`config.mk`:
```
export PLATFORM = sky130hd
export DESIGN_NAME = write_buffer
export DESIGN_NICKNAME = d
export VERILOG_FILES = /design/src/rtl/write_buffer.sv
export SDC_FILE = /design/constraint.sdc
export NUM_CORES = 1
export LEC_CHECK = 0
export CAP_MARGIN = 20
export CELL_PAD_IN_SITES_DETAIL_PLACEMENT = 1
export CELL_PAD_IN_SITES_GLOBAL_PLACEMENT = 2
export CORE_AREA = 8 8 267 269
export CTS_CLUSTER_DIAMETER = 50
export DETAILED_ROUTE_END_ITERATION = 8
export DIE_AREA = 0 0 275 277
export MAX_ROUTING_LAYER = met4
export PLACE_DENSITY_LB_ADDON = 0.1
export SLEW_MARGIN = 10
export SYNTH_ARGS = -nofsm -noshare
export SYNTH_HDL_FRONTEND = slang
export SYNTH_SLANG_ARGS = --single-unit
export TNS_END_PERCENT = 30
```
`constraint.sdc`:
```
create_clock -name clk -period 6.38 [get_ports clk]
set_input_delay 1.595 -clock clk [delete_from_list [all_inputs] [get_ports clk]]
set_output_delay 1.595 -clock clk [all_outputs]
set_load 0.005 [all_outputs]
```
`src/rtl/write_buffer.sv`:
```
// write_buffer
//   Collects WIDTH-bit elements from the compute pipeline into one FULL_WIDTH
//   line and issues a single wide memory write with a per-element mask.
//   Slot 0 is the most significant WIDTH bits of the line. A line can start at
//   a slot offset (base) and a partial line can be issued early with flush.
//
//   state | meaning
//   ------+-------------------------------------------------------------
//   FILL  | accepting elements into the line, no write pending
//   DRAIN | line complete or flushed, wide write held until wready
//
// Ports
//   clk, rst_n         clock, asynchronous active-low reset
//   idata_valid/idata  element offered by the pipeline
//   idata_ready        buffer accepts an element this cycle
//   base               starting slot, sampled on first accept into empty buffer
//   flush              issue the current partial line
//   wvalid/wready      wide write handshake
//   wdata, wmask       line data and element-valid mask (bit MAX_ELEMS-1-k = slot k)
//   elems              number of elements currently held
module write_buffer #(
    parameter int FULL_WIDTH = 512,
    parameter int WIDTH      = 64
) (
    input  logic                             clk,
    input  logic                             rst_n,
    input  logic                             idata_valid,
    input  logic [WIDTH-1:0]                 idata,
    output logic                             idata_ready,
    input  logic [7:0]                       base,
    input  logic                             flush,
    output logic                             wvalid,
    output logic [FULL_WIDTH-1:0]            wdata,
    output logic [(FULL_WIDTH/WIDTH)-1:0]    wmask,
    input  logic                             wready,
    output logic [7:0]                       elems
);

    localparam int         MAX_ELEMS = FULL_WIDTH / WIDTH;
    localparam logic [7:0] MAX8      = 8'(MAX_ELEMS);
    localparam logic [7:0] LAST8     = 8'(MAX_ELEMS - 1);

    typedef enum logic {
        FILL,
        DRAIN
    } state_t;

    state_t     state;
    logic [7:0] wptr;
    logic [7:0] slot;
    logic       accept;
    logic       go_drain;

    always_comb begin
        accept = idata_valid && idata_ready && (state == FILL);
        // base only matters for the first element of a line; out-of-range
        // offsets start the line at slot 0
        if (elems == 8'd0) begin
            slot = (base < MAX8) ? base : 8'd0;
        end else begin
            slot = wptr;
        end
        go_drain = (accept && (slot == LAST8))
                 || (flush && ((elems != 8'd0) || accept));
    end

    always_ff @(posedge clk or negedge rst_n) begin
        if (!rst_n) begin
            state       <= FILL;
            wvalid      <= 1'b0;
            wmask       <= '0;
            wdata       <= '0;
            elems       <= 8'd0;
            wptr        <= 8'd0;
            idata_ready <= 1'b0;
        end else begin
            case (state)
                FILL: begin
                    if (accept) begin
                        for (int k = 0; k < MAX_ELEMS; k++) begin
                            if (slot == 8'(k)) begin
                                wdata[FULL_WIDTH-1-WIDTH*k -: WIDTH] <= idata;
                                wmask[MAX_ELEMS-1-k]                 <= 1'b1;
                            end
                        end
                        elems <= elems + 8'd1;
                        // the last slot sends us to DRAIN, so wptr stays in range
                        if (slot != LAST8) begin
                            wptr <= slot + 8'd1;
                        end
                    end
                    if (go_drain) begin
                        state       <= DRAIN;
                        wvalid      <= 1'b1;
                        idata_ready <= 1'b0;
                    end else begin
                        idata_ready <= 1'b1;
                    end
                end
                DRAIN: begin
                    if (wready) begin
                        state       <= FILL;
                        wvalid      <= 1'b0;
                        wmask       <= '0;
                        wdata       <= '0;
                        elems       <= 8'd0;
                        wptr        <= 8'd0;
                        idata_ready <= 1'b1;
                    end
                end
                default: begin
                    state <= FILL;
                end
            endcase
        end
    end

endmodule
```
==> impl_metrics.json, run 1 <==
{
  "cp-end-kind": "register",
  "grt_use_total": 0.2344,
  "cts_buffer_depth": 3,
  "critPathBufInv": 4,
  "die_w_microns": 275,
  "drt-initial-drc-count": 1030,
  "ys_seq_share": 0.6177,
  "hold_class": "register to register",
  "crit_start": "base[4]",
  "ys_cells": 1894,
  "worst-path-stages": 11,
  "num_rows": 95,
  "netlist_area_sq_mm": 0.02184,
  "critPathTopFamily": "simple AND/OR/NAND/NOR gates",
  "fp_nets": 1977,
  "finalCritPeriodShare": 0.7452,
  "status": "completed",
  "power.total_uw": 12250,
  "fillCellCount": 7115,
  "logic_family": "multiplexers",
  "cts_resized": 0,
  "clk_pin_slew_ps": 50,
  "dr.pass1.iters": 5
}
==> run 1: tightest hold or removal path, cell delays in order (launching register included) <==
cell and delay [ps]:
dfrtp_1 340, nand2_1 50, nand2_1 50
==> run 1: worst min-delay path by stage <==
stage | startpoint | end | cells past startpoint
6_report | wmask[1]$_DFFE_PN0P_ | wmask[1]$_DFFE_PN0P_ | 2
5_1_grt | wmask[6]$_DFFE_PN0P_ | wmask[6]$_DFFE_PN0P_ | 1
4_1_cts | wmask[1]$_DFFE_PN0P_ | wmask[1]$_DFFE_PN0P_ | 2
3_5_place_dp | wmask[1]$_DFFE_PN0P_ | wmask[1]$_DFFE_PN0P_ | 2
3_3_place_gp | wmask[0]$_DFFE_PN0P_ | wmask[0]$_DFFE_PN0P_ | 2
2_1_floorplan | wmask[1]$_DFFE_PN0P_ | wmask[1]$_DFFE_PN0P_ | 2
==> run 1: area by class of cell <==
type	instances	area (sq um)	area share
Multi-Input combinational cell	1186	7627	0.2440
Inverter	11	41.29	0.001321
Clock inverter	33	445.4	0.01425
Timing Repair Buffer	632	6391	0.2045
Sequential cell	539	13490	0.4315
Clock buffer	99	2160	0.06909
Antenna cell	5	12.51	0.0004003
Tap cell	873	1092	0.03494
==> run 1: routing by layer <==
metal,vias to the layer above,share of wire
met4,0,0.040
li1,7728,-
met3,134,0.068
met2,494,0.48
met1,9014,0.41
met5,-,0
==> run 1: logic make-up (layout without fill, tap and decap cells) <==
family                     Yosys count  after routing
and+or+nand+nor                    533            533
DFF                                539            539
buffers and inverters              169            775
adders and majority gates            6              6
other                                0              5
muxes                              261            261
AOI/OAI and AO/OA                  382            382
xor gates and xnor gates             4              4
==> run 1: metrics by stage <==
stage / setup WS [ps] / instance area, sq um
final: 1625 / 31260
after global routing: 1401 / 31260
after CTS: 1711 / 31250
after detailed placement: 1109 / 28640
after global placement: 1124 / 28620
after floorplan: 2486 / 21840
==> run 1: cells in the mapped netlist (2+ instances only) <==
master,count,share of area
or4_4,2,0.0010
buf_4,10,0.0034
o211ai_1,93,0.032
nor2b_1,2,0.00057
nor3_1,3,0.00069
buf_2,15,0.0034
nand4_1,6,0.0017
xor2_1,3,0.0012
nand3_1,136,0.031
or2_2,2,0.00057
inv_1,11,0.0019
a21oi_1,6,0.0014
nand2_1,288,0.050
ha_1,6,0.0034
o21ai_0,220,0.050
a31oi_1,6,0.0017
and2_1,3,0.00086
o21ai_1,6,0.0014
nor4_1,2,0.00057
buf_6,19,0.0098
mux2i_1,261,0.12
a22o_1,39,0.016
nand2b_1,65,0.019
nor2_1,12,0.0021
dfrtp_1,539,0.62
clkbuf_1,91,0.016
buf_1,23,0.0040
and4_1,2,0.00080
==> run 1: state kept, by name, indices dropped and copies added (netlist names) <==
register     count
wdata          512
idata_ready      1
wptr             8
wmask            8
state            1
wvalid           1
elems            8
==> run 1: power breakdown <==
group / total, uW / internal (uW) / switching [uW]
combinational: 3480 / 1540 / 1940
clock: 4360 / 2750 / 1610
sequential: 4410 / 4020 / 389
total: 12200 / 8310 / 3930
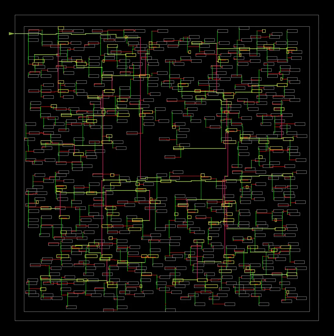
(run_1/clock_nets.png)
count of clock buffers in the final design: 99
CTS sink count: 539
CTS buffer count: 73
flop count: 539

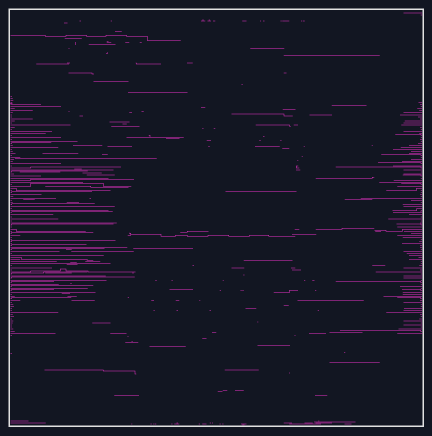
(run_1/m3.png)
Drawn at 1.5 px/micron.
main direction = horizontal
longest straight run = 94.3 microns
share of all routed wire = 6.8%
nets with wire on the layer = 306
drt total wl: 88,960 microns
met3 usage: 0.06474
Vias: 17,370

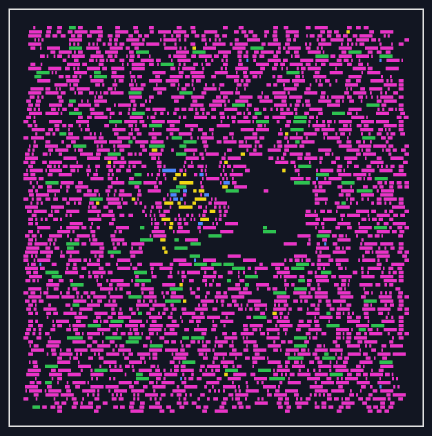
(run_1/sizing.png)
Drawn at 1.5 px/micron.
x1 and smaller -> magenta  # cells 2,326, share 93%
x6 and larger -> green  # cells 123, share 4.9%
x2 -> blue  # cells 17, share 0.68%
x3 and x4 -> yellow  # cells 34, share 1.4%
post-route cell area: 0.03126 sq mm
Area growth syn-to-layout: 43.15%
Non-CTS buffers: 632
final worst slack: 1625 ps

==> run 1 -> run 2 <==
--- a/config.mk
+++ b/config.mk
@@ -8,10 +8,10 @@
 export CAP_MARGIN = 20
 export CELL_PAD_IN_SITES_DETAIL_PLACEMENT = 1
 export CELL_PAD_IN_SITES_GLOBAL_PLACEMENT = 2
-export CORE_AREA = 8 8 267 269
+export CORE_AREA = 8 8 275 277
 export CTS_CLUSTER_DIAMETER = 50
 export DETAILED_ROUTE_END_ITERATION = 8
-export DIE_AREA = 0 0 275 277
+export DIE_AREA = 0 0 283 285
 export MAX_ROUTING_LAYER = met4
 export PLACE_DENSITY_LB_ADDON = 0.1
 export SLEW_MARGIN = 10
==> constraint.sdc (replaced) <==
create_clock -name clk -period 4.43 [get_ports clk]
set_input_delay 1.1075 -clock clk [delete_from_list [all_inputs] [get_ports clk]]
set_output_delay 1.1075 -clock clk [all_outputs]
set_load 0.005 [all_outputs]
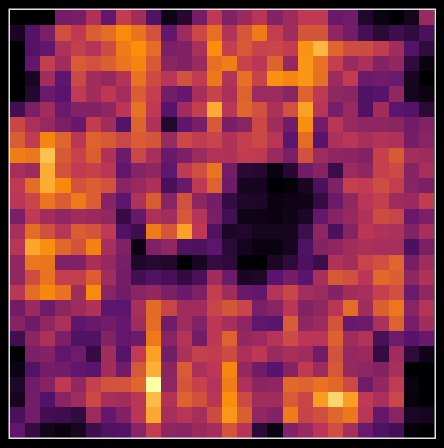
(run_2/route_heat.png)
Drawn at 1.5 px/micron. 28 x 28 tiles, from black (low) to pale yellow (high), scaled to the fullest tile. Values are wire area over tile area, all layers added.
emptiest ninth of the die = center
nearly empty tiles = 2.8%
mean over tiles = 0.18
fullest tile = 0.44
tiles over half the peak = 32%
routed wire length per instance: 25.95 microns
Vias: 17,424
Total GRT Usage: 0.2247

==> run 2 against run 1 <==
  * Synthesized cell count stayed put
  * Final cell count is 3.1% higher
  * Register-to-register slack got worse by 1700 ps
  * Global-route usage down 0.97 points
  * Total power rose by 49%
  * Sequential cell count did not move
  * First-iteration DRC count decreased by 13%
  * Sequential power grew 44%
  * Combinational power increased by 48%
  * Clock skew grew 3.7 ps
  * Area after synthesis unchanged
  * Largest cell class unchanged
  * Largest power group is now clock
  * Highest routed layer unchanged
==> impl_metrics.json, run 2 <==
{
  "cts_buffer_depth": 3,
  "drt-initial-drc-count": 900,
  "power_frac_comb": 0.282,
  "num_rows": 98,
  "dr.pass1.iters": 4,
  "switchingPower_uw": 5904,
  "grt_max_degree": 160,
  "fillCellCount": 7451,
  "fp_nets": 1977,
  "wl_microns": 90400,
  "post-synth-top-area-fraction": 0.6177,
  "place_ws_ps": 131.7,
  "power_frac_seq": 0.348,
  "largest_reg_flops": 512,
  "internal-power_uw": 12350,
  "finalCritPeriodShare": 0.8414,
  "synth.area.top_cells": "dfrtp_1 (62%), mux2i_1 (12%), o21ai_0 (5.0%)",
  "most_common_cell": "dfrtp_1",
  "power.share.clock": 0.371,
  "cts_resized": 0,
  "cts_buffers": 79,
  "sw_frac_of_total": 0.3234,
  "core_region_area_sq_mm": 0.07100,
  "layout_setup_ws_ps": 702.6,
  "area_growth_pct": 46.07,
  "common_cells": "dfrtp_1 (539), nand2_1 (288), mux2i_1 (261)",
  "regMostFlops": "wdata",
  "status": "completed",
  "hold_class": "input pin to asynchronous set/reset pin",
  "ys_seq_share": 0.6177,
  "clk_pin_slew_ps": 60,
  "netlist_area_sq_mm": 0.02184,
  "ys_cells": 1894,
  "warnings": 36,
  "cts.sinks": 539,
  "die_w_microns": 283
}
==> run 2: cell counts after synthesis <==
Identical to the previous run, type by type.
==> run 2: power by group through the flow <==
| stage | clock, uW | sequential (uW) | combinational [uW] |
|---|---|---|---|
| global route | 7110 | 6470 | 5560 |
| CTS | 6930 | 6360 | 5290 |
| finish | 6770 | 6350 | 5140 |
| floorplan | 0 | 6380 | 1900 |
| detailed placement | 0 | 6420 | 5260 |
| global placement | 0 | 6390 | 5200 |
==> run 2: cell type report <==
class / count / area, sq um / area share
Inverter: 11 / 41.29 / 0.001295
Clock buffer: 98 / 2201 / 0.06900
Clock inverter: 44 / 639.4 / 0.02005
Multi-Input combinational cell: 1186 / 7627 / 0.2391
Tap cell: 950 / 1189 / 0.03727
Sequential cell: 539 / 13490 / 0.4229
Timing Repair Buffer: 651 / 6696 / 0.2099
Antenna cell: 5 / 12.51 / 0.0003923
==> run 2: worst max path at each step <==
stage / startpoint / end / depth (start not counted) / slack (ps)
finish: base[4] / wdata[293]$_DFFE_PN0P_ / 11 / 700
global route: base[4] / wdata[281]$_DFFE_PN0P_ / 11 / 500
CTS: base[4] / wdata[293]$_DFFE_PN0P_ / 11 / 780
detailed placement: base[4] / wdata[293]$_DFFE_PN0P_ / 11 / 130
global placement: base[4] / wdata[285]$_DFFE_PN0P_ / 11 / 160
floorplan: base[6] / wdata[260]$_DFFE_PN0P_ / 12 / 1020
==> run 2: kinds of logic after synthesis <==
group,count (synthesis),share of synthesized area
AND-OR/OR-AND,382,0.1070
multiplexers,261,0.1196
flip-flops,539,0.6177
AND/OR/NAND/NOR,533,0.1124
buffers and inverters,169,0.03816
XOR/XNOR,4,0.001605
adder cells (fa/ha/maj),6,0.003438
==> run 2: metrics by stage <==
stage,utilization,cell area (sq um),power [uW]
after floorplan,-,21840,8282
final,0.4493,31900,18260
after CTS,0.4491,31880,18570
after global placement,0.4091,29040,11580
after detailed placement,0.4091,29040,11680
after global routing,0.4492,31890,19140
==> run 2: worst max-delay path, cell delays in order <==
cell             delay, ps
clkdlybuf4s50_1        440
nor4_1                 550
buf_4                  240
nor2b_1                210
nand3_1                 90
and2_1                 200
inv_1                   90
ha_1                   340
nand2_4                100
or2_4                  490
o21ai_0                300
==> run 2: layer usage <==
| layer | GRT usage | part of all wire | vias to the layer above |
|---|---|---|---|
| met2 | 0.3713 | 0.49 | 461 |
| li1 | - | - | 7760 |
| met3 | 0.05997 | 0.058 | 145 |
| met1 | 0.2625 | 0.41 | 9058 |
| met4 | 0.08266 | 0.038 | 0 |
| met5 | - | 0 | - |
Power figures rest on the tool's default switching activity, not on a simulated workload.
